`config.mk`:
```
export PLATFORM = sky130hd
export DESIGN_NAME = x_datapath_flat
export DESIGN_NICKNAME = d
export VERILOG_FILES = /design/src/rtl/x_mul_pkg.sv /design/src/rtl/x_datapath_if.sv /design/src/rtl/x_regfile.sv /design/src/rtl/x_datapath.sv /design/src/flat_wrapper.sv
export SDC_FILE = /design/constraint.sdc
export NUM_CORES = 1
export LEC_CHECK = 0
export ABC_AREA = 1
export CAP_MARGIN = 20
export CORE_AREA = 5 5 173 109
export DETAILED_ROUTE_END_ITERATION = 10
export DIE_AREA = 0 0 178 114
export PLACE_DENSITY_LB_ADDON = 0.3
export SLEW_MARGIN = 10
export SYNTH_ARGS = -nofsm -noshare
export SYNTH_HDL_FRONTEND = slang
export SYNTH_SLANG_ARGS = --single-unit
```
`constraint.sdc`:
```
create_clock -name clk -period 1.8 [get_ports clk]
set_clock_uncertainty 0.1 [all_clocks]
set_input_delay 0.18 -clock clk [delete_from_list [all_inputs] [get_ports clk]]
set_output_delay 0.18 -clock clk [all_outputs]
set_load 0.05 [all_outputs]
```
`src/rtl/x_mul_pkg.sv`:
```
// Shared parameters and helpers for the shift-add multiplier (x_datapath, x_fsm).
package x_mul_pkg;

  localparam int DEF_WIDTH = 8;
  localparam int DEF_NREG  = 5;

  // True when v is all-zero or has exactly one bit set.
  function automatic logic onehot0(input logic [31:0] v);
    return (v & (v - 32'd1)) == 32'd0;
  endfunction

endpackage

```
`src/rtl/x_datapath_if.sv`:
```
// Controller-to-datapath strobe bundle: load port, register selects, step strobes, status back.
interface x_datapath_if import x_mul_pkg::*; #(
  parameter int WIDTH = DEF_WIDTH,
  parameter int NREG  = DEF_NREG
);

  logic                 ld_en;
  logic [NREG-1:0]      ld_sel;
  logic [WIDTH-1:0]     ld_data;
  logic [NREG-1:0]      rd_enA;
  logic [NREG-1:0]      rd_enB;
  logic [NREG-1:0]      wr_en;
  logic                 ppgen_en;
  logic                 add_en;
  logic                 shift_en;
  logic                 left_right;
  logic [2*WIDTH-1:0]   product;
  logic                 step_done;
  logic                 err;

  modport master (
    output ld_en, ld_sel, ld_data, rd_enA, rd_enB, wr_en,
           ppgen_en, add_en, shift_en, left_right,
    input  product, step_done, err
  );

  modport slave (
    input  ld_en, ld_sel, ld_data, rd_enA, rd_enB, wr_en,
           ppgen_en, add_en, shift_en, left_right,
    output product, step_done, err
  );

endinterface

```
`src/rtl/x_regfile.sv`:
```
// NREG x WIDTH operand register file: one write port, two one-hot read ports.
module x_regfile import x_mul_pkg::*; #(
  parameter int WIDTH = DEF_WIDTH,
  parameter int NREG  = DEF_NREG
) (
  input  logic             clk,
  input  logic             rst,
  input  logic             we,
  input  logic [NREG-1:0]  wsel,
  input  logic [WIDTH-1:0] wdata,
  input  logic [NREG-1:0]  rsel_a,
  input  logic [NREG-1:0]  rsel_b,
  output logic [WIDTH-1:0] rdata_a,
  output logic [WIDTH-1:0] rdata_b
);

  logic [WIDTH-1:0] regs [NREG];

  always_ff @(posedge clk or negedge rst) begin
    if (!rst) begin
      for (int i = 0; i < NREG; i++) regs[i] <= '0;
    end else if (we) begin
      for (int i = 0; i < NREG; i++)
        if (wsel[i]) regs[i] <= wdata;
    end
  end

  // Reads come straight off the flops, so a same-cycle write is seen only after the edge.
  always_comb begin
    rdata_a = '0;
    rdata_b = '0;
    for (int i = 0; i < NREG; i++) begin
      if (rsel_a[i]) rdata_a = rdata_a | regs[i];
      if (rsel_b[i]) rdata_b = rdata_b | regs[i];
    end
  end

endmodule

```
`src/rtl/x_datapath.sv`:
```
// Shift-add multiplier datapath: executes x_fsm strobes on PP/ACC/step, flags protocol errors.
module x_datapath import x_mul_pkg::*; #(
  parameter int WIDTH = DEF_WIDTH,
  parameter int NREG  = DEF_NREG
) (
  input  logic      clk,
  input  logic      rst,
  x_datapath_if.slave bus
);

  localparam int SW = $clog2(WIDTH + 1);
  localparam int AW = 2*WIDTH + 1;

  logic [WIDTH-1:0]   pp, pp_n;
  logic [AW-1:0]      acc, acc_n;
  logic [SW-1:0]      step, step_n;
  logic               lr_q, lr_n;
  logic               err_q;

  logic [WIDTH-1:0]   a_op, b_op;
  logic [SW-1:0]      bidx;
  logic               bsel;
  logic [WIDTH:0]     hi_sum;
  logic [2*WIDTH-1:0] prod_view;
  logic [2:0]         n_ops;
  logic               bad_sel, ld_zero, multi, shift_full, dir_change, viol;
  logic               rf_we;
  logic [NREG-1:0]    rf_sel;
  logic [WIDTH-1:0]   rf_data;

  x_regfile #(.WIDTH(WIDTH), .NREG(NREG)) u_regfile (
    .clk     (clk),
    .rst     (rst),
    .we      (rf_we),
    .wsel    (rf_sel),
    .wdata   (rf_data),
    .rsel_a  (bus.rd_enA),
    .rsel_b  (bus.rd_enB),
    .rdata_a (a_op),
    .rdata_b (b_op)
  );

  always_comb begin
    bad_sel    = !onehot0(32'(bus.rd_enA)) || !onehot0(32'(bus.rd_enB)) ||
                 !onehot0(32'(bus.wr_en))  || !onehot0(32'(bus.ld_sel));
    ld_zero    = bus.ld_en && (bus.ld_sel == '0);
    n_ops      = 3'(bus.ppgen_en) + 3'(bus.add_en) + 3'(bus.shift_en) +
                 3'(|bus.wr_en) + 3'(bus.ld_en);
    multi      = n_ops > 3'd1;
    shift_full = bus.shift_en && (step == SW'(WIDTH));
    dir_change = (bus.left_right != lr_q) && (step != '0);
    viol       = bad_sel || ld_zero || multi || shift_full || dir_change;
  end

  // MSB-first walks B from the top bit down; an out-of-range index yields a zero mask.
  always_comb begin
    bidx      = bus.left_right ? (SW'(WIDTH - 1) - step) : step;
    bsel      = |(b_op & (WIDTH'(1) << bidx));
    hi_sum    = {1'b0, acc[2*WIDTH-1:WIDTH]} + {1'b0, pp};
    prod_view = lr_q ? acc[AW-1:1] : acc[2*WIDTH-1:0];
  end

  always_comb begin
    pp_n   = pp;
    acc_n  = acc;
    step_n = step;
    lr_n   = lr_q;
    if (!viol) begin
      if (step == '0) lr_n = bus.left_right;
      if (|bus.wr_en) begin
        pp_n   = '0;
        acc_n  = '0;
        step_n = '0;
      end else if (bus.ppgen_en) begin
        pp_n = bsel ? a_op : '0;
      end else if (bus.add_en) begin
        acc_n = bus.left_right ? (acc + AW'(pp)) : {hi_sum, acc[WIDTH-1:0]};
      end else if (bus.shift_en) begin
        acc_n  = bus.left_right ? (acc << 1) : (acc >> 1);
        step_n = step + SW'(1);
      end
    end
  end

  always_comb begin
    rf_we   = !viol && (bus.ld_en || (|bus.wr_en));
    rf_sel  = bus.ld_en ? bus.ld_sel : bus.wr_en;
    rf_data = bus.ld_en ? bus.ld_data : prod_view[WIDTH-1:0];
  end

  always_ff @(posedge clk or negedge rst) begin
    if (!rst) begin
      pp    <= '0;
      acc   <= '0;
      step  <= '0;
      lr_q  <= 1'b0;
      err_q <= 1'b0;
    end else begin
      pp    <= pp_n;
      acc   <= acc_n;
      step  <= step_n;
      lr_q  <= lr_n;
      err_q <= err_q | viol;
    end
  end

  assign bus.product   = prod_view;
  assign bus.step_done = (step == SW'(WIDTH));
  assign bus.err       = err_q;

endmodule

```
`src/flat_wrapper.sv`:
```
// flat-port wrapper written by rule: the top's interface ports become plain ports
module x_datapath_flat import x_mul_pkg::*;
#(
  parameter int WIDTH = DEF_WIDTH,
  parameter int NREG  = DEF_NREG
)
  (clk, rst, bus_ld_en, bus_ld_sel, bus_ld_data, bus_rd_enA, bus_rd_enB, bus_wr_en, bus_ppgen_en, bus_add_en, bus_shift_en, bus_left_right, bus_product, bus_step_done, bus_err);
  x_datapath_if #(.WIDTH(WIDTH), .NREG(NREG)) bus_i ();
  input  logic clk;
  input  logic rst;
  input wire logic [$bits(bus_i.ld_en)-1:0] bus_ld_en;
  input wire logic [$bits(bus_i.ld_sel)-1:0] bus_ld_sel;
  input wire logic [$bits(bus_i.ld_data)-1:0] bus_ld_data;
  input wire logic [$bits(bus_i.rd_enA)-1:0] bus_rd_enA;
  input wire logic [$bits(bus_i.rd_enB)-1:0] bus_rd_enB;
  input wire logic [$bits(bus_i.wr_en)-1:0] bus_wr_en;
  input wire logic [$bits(bus_i.ppgen_en)-1:0] bus_ppgen_en;
  input wire logic [$bits(bus_i.add_en)-1:0] bus_add_en;
  input wire logic [$bits(bus_i.shift_en)-1:0] bus_shift_en;
  input wire logic [$bits(bus_i.left_right)-1:0] bus_left_right;
  output wire logic [$bits(bus_i.product)-1:0] bus_product;
  output wire logic [$bits(bus_i.step_done)-1:0] bus_step_done;
  output wire logic [$bits(bus_i.err)-1:0] bus_err;
  assign bus_i.ld_en = bus_ld_en;
  assign bus_i.ld_sel = bus_ld_sel;
  assign bus_i.ld_data = bus_ld_data;
  assign bus_i.rd_enA = bus_rd_enA;
  assign bus_i.rd_enB = bus_rd_enB;
  assign bus_i.wr_en = bus_wr_en;
  assign bus_i.ppgen_en = bus_ppgen_en;
  assign bus_i.add_en = bus_add_en;
  assign bus_i.shift_en = bus_shift_en;
  assign bus_i.left_right = bus_left_right;
  assign bus_product = bus_i.product;
  assign bus_step_done = bus_i.step_done;
  assign bus_err = bus_i.err;
  x_datapath #(.WIDTH(WIDTH), .NREG(NREG)) u_core (.clk(clk), .rst(rst), .bus(bus_i));
endmodule
```
==> results.md <==
| Step | Metric | Reported |
|:---|:---|:---|
| power | Biggest power consumer among the groups | clock |
| setup path | Worst reg2reg path startpoint | u_core.pp[0] |
| outcome | Status | finished, violations left |
| synthesis | Unique masters post-synth | 39 |
| finish | Signal buf overhead | 23.0% |
| setup path | Critical setup path kind | in2reg |
| finish | Number of combinational gates with multiple inputs | 670 |
| global route | Initial antenna violation count | 0 |
| finish | Number of clock buffers in the layout | 9 |
| synthesis | XORs/XNORs by Area | 1.59% |
| setup path | Crit path arrival time | 2.92 ns |
| synthesis | Max-area cell share | 32.3% |
| outcome | Violated checks | setup timing |
| power | Largest vdd supply drop | 0.406 mV |
| final timing | Final setup violation count | 72 |
| power | Comb group | 606 uW |
| synthesis | Largest combinational cell category by area | simple AND/OR/NAND/NOR gates |
| clock tree | Worst-skew pair later-pin latency | 0.35 ns |
| power | Fraction of power spent switching nets | 30.0% |
| clock tree | Post-CTS setup-driven buffer insertion count | 6 |
| clock tree | Deepest level of the CTS H-tree | 3 |
| clock tree | Clock buffer count from CTS | 9 |
| synthesis | Total of flip-flops plus latches after synthesis | 71 |
| synthesis | Main area contributors | sky130_fd_sc_hd__dfrtp_1 32%, sky130_fd_sc_hd__nand2_1 22%, sky130_fd_sc_hd__nand3_1 7.8%, sky130_fd_sc_hd__inv_1 5.4%, sky130_fd_sc_hd__o21ai_0 5.4% |
| final timing | Crit path setup slack, layout | -0.935 ns |
==> per-layer routing <==
layer  vias up  track usage (%)  part of all wire (%)
met4         0             2.99                  0.64
met3        15             6.72                    12
met2       319             25.7                    36
li1       3179                -                     -
met5         -                0                     0
met1      2926             34.0                    51
==> through the flow <==
step                      hold slack [ns]  power (mW)  setup slack (ns)  instance area (um2)
final                               0.200        4.01            -0.935                 8240
after global routing                0.241        4.14             -1.11                 8240
after CTS                           0.218        4.01             -1.00                 7990
after detailed placement           0.0240        2.21             -1.68                 7510
after global placement             0.0274        2.21             -1.67                 7510
after floorplan                    -0.216        1.87             -1.20                 5630
==> kinds of logic after synthesis <==
logic type | Yosys count
AND-OR/OR-AND | 144
adder cells (fa/ha/maj) | 23
flip-flops | 71
AND/OR/NAND/NOR | 493
XOR/XNOR | 10
buffers and inverters | 114
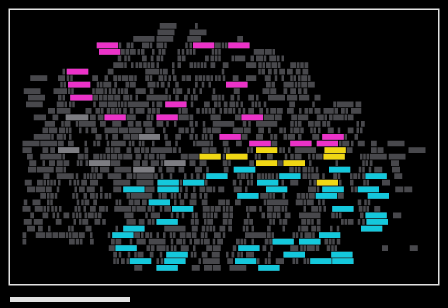
Fig. 1. Sequential cells coloured by netlist name.
Scale bar: 50 um. Other sequential cells in the stronger grey, the rest of the logic in the fainter grey.
| colour | netlist name | sequential cells |
|---|---|---|
| cyan | u_core.u_regfile.regs | 40 |
| magenta | u_core.acc | 17 |
| yellow | u_core.pp | 8 |
not coloured: 6

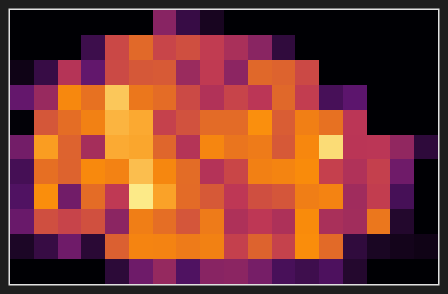
Fig. 2. Local utilization.
18 x 11 tiles, from black (low) to pale yellow (high), 0 to 100% covered.
mean over tiles: 39%
emptiest ninth of the die: top right
nearly empty tiles: 23%
core occupancy in the finished layout: 47.5%
Core Box Area: 17,400 um2

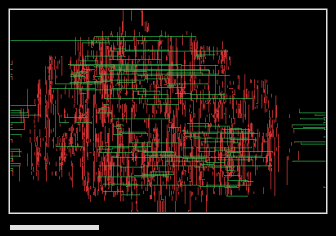
Fig. 3. Wiring by layer.
Scale bar: 50 um. Only two layers are drawn.
| colour | layer | wire length |
|---|---|---|
| green | M3 | 2,610 um |
| red | M2 | 7,630 um |
detail-routed net length per standard cell: 16.5 um
Total GRT Usage: 20.6%
drt total wl: 21,100 um
via count of the routed design: 6,439

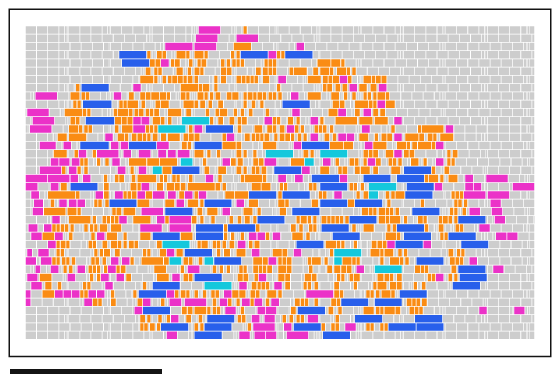
Fig. 4. Placement by cell class.
Scale bar: 50 um. Fill, decap, tap and diode cells in grey.
| colour | class | cells | share of their area |
|---|---|---|---|
| blue | registers | 71 | 22% |
| cyan | clock drivers and dummy loads | 16 | 3.7% |
| magenta | remaining buffers and delay cells | 196 | 24% |
| orange | remaining logic cells | 755 | 50% |

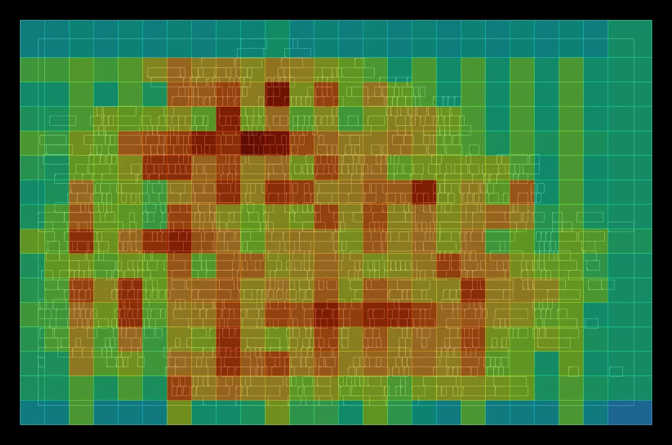
Fig. 5. Track usage over the die.
met3 demand-to-capacity share in global routing: 6.72%
global route hottest layer: met1
met1 usage: 34.0%
met2 routing resource usage after global routing: 25.7%

Power is estimated from default activity; no workload was simulated.
